==> config.mk <==
export PLATFORM = sky130hd
export DESIGN_NAME = ddr_req_queue
export DESIGN_NICKNAME = d
export VERILOG_FILES = /design/src/rtl/ddr_package.sv /design/src/rtl/ddr_req_fifo.sv /design/src/rtl/ddr_req_queue.sv
export SDC_FILE = /design/constraint.sdc
export NUM_CORES = 1
export LEC_CHECK = 0
export ABC_CLOCK_PERIOD_IN_PS = 18200
export CAP_MARGIN = 20
export CORE_MARGIN = 8
export CORE_UTILIZATION = 63
export DETAILED_ROUTE_END_ITERATION = 6
export GPL_TIMING_DRIVEN = 0
export HOLD_SLACK_MARGIN = 0.03
export PLACE_DENSITY = 0.84
export SETUP_SLACK_MARGIN = 0.05
export SYNTH_ARGS = -nofsm -noshare
export SYNTH_HDL_FRONTEND = slang
export SYNTH_SLANG_ARGS = --single-unit
==> constraint.sdc <==
create_clock -name clock_n -period 18.2 [get_ports clock_n]
set_input_delay 2.73 -clock clock_n [delete_from_list [all_inputs] [get_ports clock_n]]
set_output_delay 2.73 -clock clock_n [all_outputs]
set_load 0.02 [all_outputs]
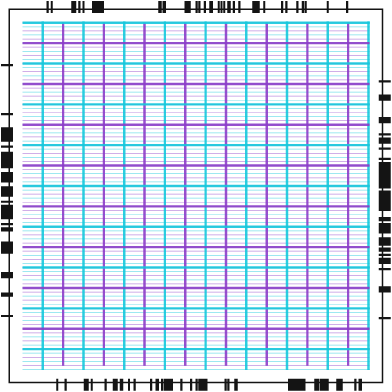
Fig. 1. Supply network (run 1).
Drawn at 1.5 px/um. Pins as bars on the die edge.
| color | net |
|---|---|
| cyan | VSS |
| purple | VDD |
rows: 85
signal pins: 222
Floorplan Core Area: 0.0535 mm2
y dimension of the die: 248 um

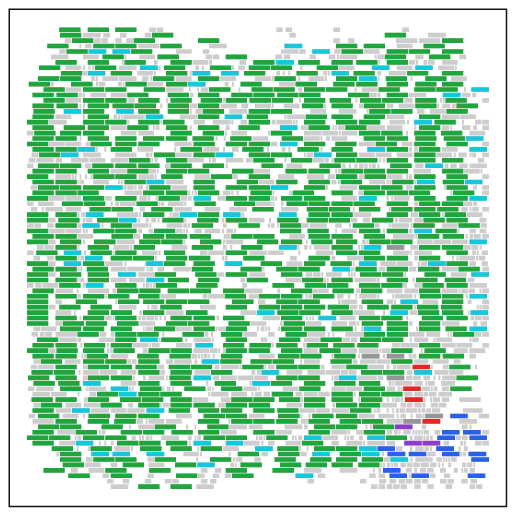
Fig. 2. Register map, names as in the netlist (run 1).
Drawn at 2 px/um.
| color | signal | flops |
|---|---|---|
| blue | `issued_cnt` | 16 |
| red | `u_fifo.wr_ptr_q` | 4 |
| purple | `gap_q` | 3 |
| cyan | `data_out` | 97 |
| green | `u_fifo.mem_q` | 776 |
final core utilization: 0.761
share of the final layout cell area in sequential cells: 0.650

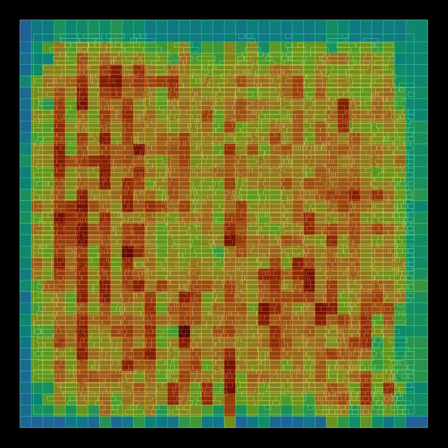
Fig. 3. Congestion heat map (run 1).
busiest layer in global routing: met2
met2 usage in global routing: 0.458

==> run summary, run 1 <==
Figures from the flow reports.

Run status:
- The run finished with clean final reports.

Pwr:
- The flow reports power dissipated in the clock network as 1850 uW.
- The run gives the power density relative to cell area as 170 mW/mm2.
- The largest part of the power goes to registers.
- The run gives the switching share of total power as 0.319.
- The run puts the net switching power at 2200 uW.
- The power report attributes to the sequential group a share of 0.410.
- The run puts the share of power burned in combinational logic at 0.322.

Global route:
- The run puts the number of antenna violations at the first check in global routing at 13.
- The run gives the number of global-route vias before repair as 19000.
- The run gives the global route total overflow as 0.

Synthesis:
- The run gives the yosys stat cell total as 1681.
- Per the synthesis report, the number of distinct cell types is 38.
- For reference, the top cells by count after synthesis are 776 x sky130_fd_sc_hd__edfxtp_1, 207 x sky130_fd_sc_hd__nand2_1, 194 x sky130_fd_sc_hd__mux4_2.
- Per the synthesis report, the dominant area consumer among library cells is sky130_fd_sc_hd__edfxtp_1.
- In this run the mean area of a mapped cell was 20.1 um2.
- The most frequently used library cell after synthesis is sky130_fd_sc_hd__edfxtp_1.
- The run puts the chip area estimate from yosys synthesis at 0.0339 mm2.
- The run gives the number of flops mapped to enable cells by yosys as 776.

Cells and area:
- The run gives the count of antenna diodes in the layout as 7.
- The largest cell class by area is registers.
- The run puts the number of buffers outside the clock class in the layout at 357.
- The run puts the combinational gate count at 676.
- The run puts the number of flip-flops and latches at 902.
- In the final layout, the clock buffer count is roughly 110.
- The run puts the area fraction of clock buffers and clock inverters at 0.0718.
- The run puts the area occupied by registers at between 0.02 and 0.03 mm2.
- The run gives the area overhead of the layout relative to synthesis as 20.3%.

Final timing:
- The run gives the slew at the pin with the worst max-slew slack as about 1 ns.
- The run puts the final hold slack at approximately 0.48 ns.
- The final timing summary puts the cycle share of the worst path at 0.371.
- The last timing report of the flow puts the setup violation total at 0.
- The run puts the slack of the critical path at 11.45 ns.
- The run gives the total negative slack as 0 ns.
- The run puts the final max-slew violation count at 0.
- The worst path in the final design needs a cycle of 6.75 ns, including I/O delays and setup.

Setup path:
- Of all nets on the critical path, the largest fanout is 10.
- The run puts the data arrival time at the worst-slack endpoint at 4.02 ns.
- The longest incremental delay of any stage on the critical path is reported as 0.76 ns.
- The run puts the slack of the worst reg-to-reg path at ~13 ns.
- The run puts the critical path required time at between 15 and 20 ns.
- Among cell families on the critical path, the largest total delay comes from buffers and inverters.
- The run gives the critical path start-end classification as flop to output port.
- The run gives the logic depth of the worst setup path including buffers as 7.
- The run puts the buffering stage count on the worst path with inverters included at 4.

Clocking:
- The run gives the number of clock sinks as 902.
- The run gives the insertion delay of the later-clocked pin in the worst-skew pair as 0.64 ns.
- TritonCTS built the clock tree.
- In this run the post-CTS setup repair buffer count came out at 0.

Routing:
- The run puts the post-detailed-routing wire length at 82200 um.
- For this run, the detailed router's first-pass iteration total came to 5.
- Detailed routing inserted a total of about 18000 vias.
- Detailed-route iteration 0 reported a violation count of 1756.
- The run puts the count of nets left with antenna violations after detail routing at 0.

Place:
- The run gives the worst-case setup slack after placement as 12.19 ns.
- The run gives the number of I/O port buffers as 221.
- The run gives the HPWL after detailed placement as 50800 um.
- The run gives the final RePlAce weighted congestion as 0.745.

Hold path:
- In the hold timing report, the worst path depth is 1.

Floorplan:
- The run puts the number of placement rows at between 80 and 90.

Run:
- Warnings raised by the tools during the run amount to 27.
-- run 1: cells by family (layout without fill, tap and decap cells) --
| logic type | after synthesis | after routing | share of synthesized area |
|---|---|---|---|
| other cells | 0 | 7 | 0 |
| compound gates | 108 | 108 | 0.0220 |
| simple gates | 338 | 338 | 0.0397 |
| mux | 195 | 195 | 0.129 |
| fa+ha+maj | 11 | 11 | 0.00429 |
| buf+inv | 103 | 533 | 0.0171 |
| flops | 902 | 902 | 0.781 |
| xor+xnor | 24 | 24 | 0.00643 |
-- run 1: stage by stage --
| step | util | cells |
|---|---|---|
| 6_report | 0.761 | 2814 |
| 5_1_grt | 0.761 | 2809 |
| 4_1_cts | 0.761 | 2807 |
| 3_5_place_dp | 0.706 | 2646 |
| 3_3_place_gp | 0.691 | 2598 |
| 2_1_floorplan | - | 1681 |
-- run 1: layout by cell type, fill, tap and decap left out, types with 14 or more instances in the layout --
cell	instances
sky130_fd_sc_hd__clkbuf_16	87
sky130_fd_sc_hd__clkdlybuf4s50_1	220
sky130_fd_sc_hd__mux4_2	194
sky130_fd_sc_hd__buf_6	33
sky130_fd_sc_hd__nand2_1	207
sky130_fd_sc_hd__edfxtp_1	776
sky130_fd_sc_hd__clkinv_1	16
sky130_fd_sc_hd__buf_12	22
sky130_fd_sc_hd__dfrtp_1	126
sky130_fd_sc_hd__xnor2_1	14
sky130_fd_sc_hd__buf_2	30
sky130_fd_sc_hd__clkbuf_1	48
sky130_fd_sc_hd__buf_4	20
sky130_fd_sc_hd__nor2_1	95
sky130_fd_sc_hd__a31oi_1	87
-- run 1: per-layer routing --
layer  wire length (um)  vias up  global-route usage
met1              29700     9323               0.345
met5                106        -                   0
met4               2580       16              0.0960
met2              41700     1018               0.458
met3               8150      196              0.0728
li1                   -     7412                   -
==> run 1 -> run 2 <==
--- a/config.mk
+++ b/config.mk
@@ -5,14 +5,14 @@
 export SDC_FILE = /design/constraint.sdc
 export NUM_CORES = 1
 export LEC_CHECK = 0
-export ABC_CLOCK_PERIOD_IN_PS = 18200
+export ABC_CLOCK_PERIOD_IN_PS = 5550
 export CAP_MARGIN = 20
 export CORE_MARGIN = 8
-export CORE_UTILIZATION = 63
+export CORE_UTILIZATION = 53
 export DETAILED_ROUTE_END_ITERATION = 6
 export GPL_TIMING_DRIVEN = 0
 export HOLD_SLACK_MARGIN = 0.03
-export PLACE_DENSITY = 0.84
+export PLACE_DENSITY = 0.76
 export SETUP_SLACK_MARGIN = 0.05
 export SYNTH_ARGS = -nofsm -noshare
 export SYNTH_HDL_FRONTEND = slang
==> constraint.sdc (replaced) <==
create_clock -name clock_n -period 5.55 [get_ports clock_n]
set_input_delay 0.8325 -clock clock_n [delete_from_list [all_inputs] [get_ports clock_n]]
set_output_delay 0.8325 -clock clock_n [all_outputs]
set_load 0.02 [all_outputs]
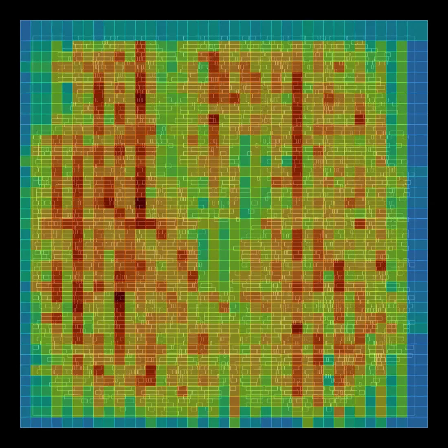
Fig. 4. Congestion heat map (run 2).
met2 usage in global routing: 0.374
final core utilization: 0.650
combined global-route utilization of all metal layers: 0.221
Global Route met1 Usage: 0.291
met3 routing resource usage after global routing: 0.0487

==> run summary, run 2 <==
Figures from the flow reports.

Run status:
- The run finished with clean final reports.

Clocking:
- The run gives the maximum level of the CTS H-tree as 3.
- The run puts the insertion delay of the later-clocked pin in the worst-skew pair at 0.63 ns (about the same).
- Looking at the worst setup and hold paths, the clock pins of their registers show a slew of 0.06 ns.
- In this run the clock root is driven by a sky130_fd_sc_hd__clkbuf_16.
- The run puts the post-CTS setup buffer count at 0 (unchanged).
- TritonCTS built the clock tree.
- The number of clock sinks is 902 (unchanged).

Synthesis:
- Looking at the gate-level netlist, the highest instance count belongs to sky130_fd_sc_hd__edfxtp_1.
- The run gives the number of flops mapped to enable cells by yosys as 776 (unchanged).
- Counting instances in the post-synthesis netlist gives the leading cell types as 776 x sky130_fd_sc_hd__edfxtp_1, 207 x sky130_fd_sc_hd__nand2_1, 194 x sky130_fd_sc_hd__mux4_2.
- The run puts the yosys stat cell total at 1681 (unchanged).
- The run gives the chip area estimate from yosys synthesis as 0.0339 mm2 (unchanged).
- The run puts the mean instance size in the synthesized netlist at 20.1 um2 (unchanged).
- The run puts the tally of yosys warning messages at 0.
- The cell type that accounts for the most area after synthesis is sky130_fd_sc_hd__edfxtp_1.
- The run gives the share of flip-flops with an asynchronous set or reset after synthesis as 0.140.
- The number of library cell types mapped by synthesis was 38 (unchanged).

Routing:
- The run gives the count of nets left with antenna violations after detail routing as 0 (unchanged).
- The run puts the total iterations of the first detailed-routing run at 7 (+2).
- The violation count after the first detailed-routing iteration came to 1439 (-18%).
- The run gives the number of vias per cell as 5.86.
- The run gives the via count of the routed design as 17300 (-3.6%).
- The run gives the post-detailed-routing wire length as 78900 um (-4.0%).

Final timing:
- The run gives the count of final setup violators as 0 (unchanged).
- The run puts the fmax at slightly below 200 MHz.
- The run puts the final max-slew violation count at 0 (unchanged).
- The run puts the final hold slack at 0.0921 ns (-0.389 ns).
- The routed design could run at a clock period as short as 5.12 ns.
- The run puts the slew at the pin with the worst max-slew slack at 1.18 ns (+0.146 ns).
- The run gives the post-layout period usage of the worst path as 0.923.

Place:
- The run puts the HPWL after detailed placement at 50200 um (-1.2%).
- The run gives the number of I/O port buffers as 221 (unchanged).
- The final RePlAce weighted congestion came to 0.728 (-2.2%).

Cells and area:
- The run gives the number of flip-flops under the largest register name as 776.
- Leaving out fill and tap cells, the most frequent cells in the layout are 776 x sky130_fd_sc_hd__edfxtp_1, 220 x sky130_fd_sc_hd__clkdlybuf4s50_1, 207 x sky130_fd_sc_hd__nand2_1.
- The run gives the area overhead of the layout relative to synthesis as 21.1%.
- Per the cell usage report, the commonest logic cell in the layout is sky130_fd_sc_hd__edfxtp_1.
- The run gives the design area as slightly above 0.04 mm2.

Setup path:
- The largest fanout on the critical path is 15 (+5).
- The data arrival time at the worst-slack endpoint was 5.44 ns (+1.42 ns).
- The worst setup path is of the flop to flop kind.
- The run gives the logic depth of the worst setup path including buffers as 11 (+4).
- Grouping stages by cell kind, the critical path spends the most delay in buffers and inverters.
- The buffering stage count on the worst path with inverters included is 6 (+2).
- The worst setup path is captured at a flop.
- The run puts the delay of the slowest critical-path stage at 0.86 ns (+0.10 ns).
- The run gives the slack of the worst reg-to-reg path as 0.43 ns (-12.70 ns).
- The critical path required time came to 5.86 ns (-9.61 ns).

Pwr:
- The run gives the power density relative to cell area as 547 mW/mm2 (+220%).
- The run puts the share of power burned in combinational logic at 0.322 (about the same).
- The run gives the clock group power as 5930 uW (+220%).
- The run gives the heaviest power group as registers.
- The run gives the share of total power in sequential cells as 0.413 (+0.003).
- The run puts the switching share of total power at 0.315 (-0.00411).
- Of the total power, the clock network draws 0.264.
- The run gives the leakage power figure as 0.0138 uW.
- The net switching power came to 7060 uW (+220%).

Global route:
- The run gives the global route total overflow as 0 (unchanged).
- The number of antenna violations at the first check in global routing is 12 (-1).
- The run puts the number of global-route vias before repair at 18200 (-4.0%).

Floorplan:
- The run gives the chip height as 269 um (+8.4%).
- The run puts the number of placed I/O pins at 222.
- The run puts the number of placement rows at 92 (+8.2%).

Run:
- The number of OpenROAD warnings was 28 (+3.7%).
[run 2: layout make-up]
type | instances | area, um2 | area share
clock buffers | 118 | 2420 | 0.0589
diodes | 3 | 7.51 | 0.000183
repair buffers | 261 | 3130 | 0.0762
plain buffers | 88 | 522 | 0.0127
multi-input cells | 676 | 6900 | 0.168
flip-flops and latches | 902 | 26500 | 0.645
inverters | 15 | 56.3 | 0.00137
well taps | 846 | 1060 | 0.0258
clock inverters | 47 | 472 | 0.0115
[run 2: through the flow]
| step | setup TNS [ns] | setup slack (ns) | std cells | util |
|---|---|---|---|---|
| after floorplan | -688.59 | -0.986 | 1681 | - |
| after global placement | -5125.02 | -6.50 | 2748 | 0.589 |
| after detailed placement | 0 | 0.361 | 2788 | 0.604 |
| after CTS | 0 | 0.356 | 2953 | 0.650 |
| after global routing | 0 | 0.173 | 2954 | 0.650 |
| final | 0 | 0.429 | 2956 | 0.650 |
[run 2: cell families (layout without fill, tap and decap cells)]
kind of cell | Yosys count | count (layout) | synth area share
DFF | 902 | 902 | 0.781
and+or+nand+nor | 338 | 338 | 0.0397
muxes | 195 | 195 | 0.129
AOI/OAI and AO/OA | 108 | 108 | 0.0220
buffers and inverters | 103 | 529 | 0.0171
adders and majority gates | 11 | 11 | 0.00429
xor gates and xnor gates | 24 | 24 | 0.00643
other | 0 | 3 | 0
[run 2: layer usage]
| metal | up-vias | part of all wire | track usage |
|---|---|---|---|
| met3 | 136 | 0.079 | 0.0487 |
| met1 | 9100 | 0.39 | 0.291 |
| met5 | - | 0.0011 | 0 |
| met2 | 690 | 0.51 | 0.374 |
| met4 | 14 | 0.018 | 0.0591 |
| li1 | 7380 | - | - |
Power and IR drop assume default switching activity.
